File: config.mk
export PLATFORM = sky130hd
export DESIGN_NAME = full_subtractor_pipe
export DESIGN_NICKNAME = d
export VERILOG_FILES = /design/src/rtl/full_subtractor_pipe.sv
export SDC_FILE = /design/constraint.sdc
export NUM_CORES = 1
export LEC_CHECK = 0
export CORE_AREA = 2 2 39 41
export CTS_BUF_LIST = sky130_fd_sc_hd__clkbuf_8
export DETAILED_ROUTE_END_ITERATION = 8
export DIE_AREA = 0 0 41 43
export MAX_ROUTING_LAYER = met4
export PLACE_DENSITY_LB_ADDON = 0.15
export SLEW_MARGIN = 10
export SYNTH_ARGS = -nofsm -noshare
export SYNTH_HDL_FRONTEND = slang
export SYNTH_SLANG_ARGS = --single-unit
File: constraint.sdc
create_clock -name clk -period 1.47 [get_ports clk]
set_clock_uncertainty 0.1 [all_clocks]
set_input_delay 0.3675 -clock clk [delete_from_list [all_inputs] [get_ports clk]]
set_output_delay 0.3675 -clock clk [all_outputs]
set_load 0.02 [all_outputs]
File: src/rtl/full_subtractor_pipe.sv
// full_subtractor_pipe: registered ripple-borrow subtract-with-borrow stage with borrow-out and signed overflow
module full_subtractor_pipe #(
    parameter int WIDTH = 1
) (
    input  logic             clk,
    input  logic             rst,
    input  logic             in_valid,
    input  logic [WIDTH-1:0] a,
    input  logic [WIDTH-1:0] b,
    input  logic             c,
    output logic             out_valid,
    output logic [WIDTH-1:0] d,
    output logic             bo,
    output logic             ov
);
    logic [WIDTH-1:0] d_next;
    logic             bo_next;
    logic             ov_next;
    logic             br;
    // ripple the borrow through one full-subtractor cell per bit
    always_comb begin
        br     = c;
        d_next = '0;
        for (int i = 0; i < WIDTH; i++) begin
            d_next[i] = a[i] ^ b[i] ^ br;
            br        = (~a[i] & b[i]) | (~(a[i] ^ b[i]) & br);
        end
        bo_next = br;
        ov_next = (a[WIDTH-1] ^ b[WIDTH-1]) & (d_next[WIDTH-1] ^ a[WIDTH-1]);
    end
    // result register loads only on valid input; out_valid tracks in_valid
    always_ff @(posedge clk or posedge rst) begin
        if (rst) begin
            out_valid <= 1'b0;
            d         <= '0;
            bo        <= 1'b0;
            ov        <= 1'b0;
        end else begin
            out_valid <= in_valid;
            if (in_valid) begin
                d  <= d_next;
                bo <= bo_next;
                ov <= ov_next;
            end
        end
    end
endmodule

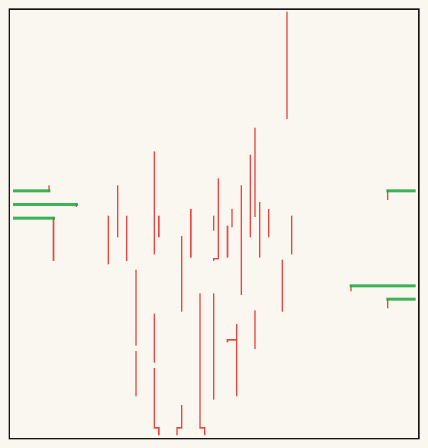
*Wiring by layer*
Two of the layers only.
legend:
  M2:
    color: red
    wire_length: 180 um
  M3:
    color: green
    wire_length: 25.2 um
vias: 148
all-layer global routing usage: 6.61%
WL per Instance: 7.38 um

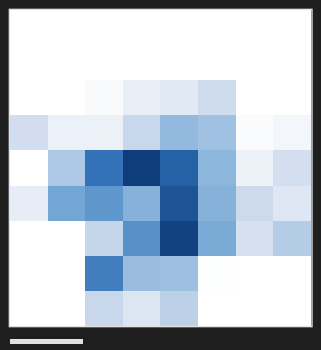
*Cell density map*
The bar under the picture is 10 um long. 8 x 9 tiles, from white (low) to dark blue (high), 0 to 100% covered.
mean over tiles: 19%
densest ninth of the die: middle
emptiest ninth of the die: top left
tiles over 75% full: 5.6%
post-layout util: 25.9%
floorplan utilization: 13.7%
Core Area: 0.00138 mm^2

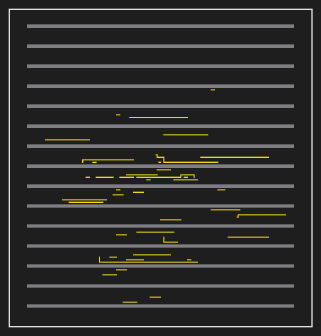
*Signal wires on met1*
Supply wires on this layer in gray.
nets with wire on the layer: 30
main direction: horizontal
wire length on this layer: 142 um
Routed WL: 347 um
GRT met1 Usage: 6.51%

==> out/metrics.csv <==
stage,metric,value,unit
global_route,grt_busiest_layer,met4,
worst_setup_path,critPathCaptureType,output pin,
worst_setup_path,worst-path-max-fanout,2,
yosys,top_cell_area_share,53.0,%
yosys,synthesis.area,189,um^2
sta,slew_viol_final,0,
outcome,status,completed,
worst_setup_path,cp_slowest_cell,dfrtp_1,
sta,rsz0062_at_grt,false,
yosys,postSynthCellCount,15,
yosys,synth_warnings,0,
min_path,hp-class,input pin to asynchronous set/reset pin,
global_route,grt-ovfl-total,0,
global_route,antenna_found_initial,0,
final_layout,fillCellCount,152,
worst_setup_path,critPathCapture,ov,
clocking,clk_latency,0.21,ns
yosys,async_flop_share,100,%
clocking,clk_pin_slew,0.03,ns
final_layout,syn2layout_area_growth,90.1,%
route,antenna_left,0,
sta,period_used_share,93.5,%
placement,globalplace.congestion,0.657,
clocking,tritoncts,yes,
power,powerDensity,1240,mW/mm^2
yosys,synth_seq_share,53.0,%
clocking,cts_hold_buf,0,
yosys,area_leaders,"dfrtp_1, fa_1, mux2_4",
worst_setup_path,ff2ff_setup_slack,0.62,ns
worst_setup_path,path_class,flip-flop to output pin,
yosys,ff_type,dfrtp_1,
worst_setup_path,r2r-start,bo,
sta,final.setup.tns,0,ns
floorplan,dieHeight,43,um
final_layout,diodes,0,
global_route,grt_use_met2,8.13,%
yosys,ys_types,10,
placement,place_area,322,um^2
clocking,htree_levels,1,
worst_setup_path,setup.worst_path.start,ov,
[layout make-up]
| cell class | instances | area [um^2] | share of cell area (%) |
|---|---|---|---|
| Timing Repair Buffer | 13 | 109 | 30.3 |
| Sequential cell | 4 | 100 | 27.9 |
| Multi-Input combinational cell | 8 | 77.6 | 21.6 |
| Clock buffer | 3 | 41.3 | 11.5 |
| Tap cell | 16 | 20.0 | 5.57 |
| Inverter | 3 | 11.3 | 3.14 |
[cells by family (layout without fill, tap and decap cells)]
| family | count (synthesis) | in the layout | synth area share [%] |
|---|---|---|---|
| AOI/OAI and AO/OA | 2 | 2 | 5.96 |
| adders and majority gates | 2 | 2 | 17.2 |
| DFF | 4 | 4 | 53.0 |
| buffers and inverters | 3 | 19 | 5.96 |
| and+or+nand+nor | 2 | 2 | 5.30 |
| muxes | 1 | 1 | 7.94 |
| xor gates and xnor gates | 1 | 1 | 4.64 |
[layer usage]
layer | part of all wire, % | vias up
met3 | 7.2 | 0
met4 | 0 | 0
met5 | 0 | -
li1 | - | 78
met1 | 41 | 64
met2 | 52 | 6
[placed cells by master, fill, tap and decap left out]
cell / n
dlygate4sd2_1: 5
clkdlybuf4s15_1: 1
inv_2: 1
ha_1: 1
inv_1: 2
nand2b_1: 1
clkbuf_2: 1
dfrtp_1: 4
clkdlybuf4s50_1: 2
a21oi_1: 1
buf_4: 4
mux2_4: 1
xor2_1: 1
fa_1: 1
nor2_1: 1
o22ai_1: 1
clkbuf_8: 3
[power by group]
part	internal (W)	switching, W
logic	0.0000479	0.0000426
clock network	0.000174	0.0000492
registers	0.000124	0.00000664
total	0.000346	0.0000985
[sequential cells by signal (all words and copies together) (netlist names)]
register,count
bo,1
d,1
out_valid,1
ov,1
No activity file was given, so power comes from the tool's default toggle rates.
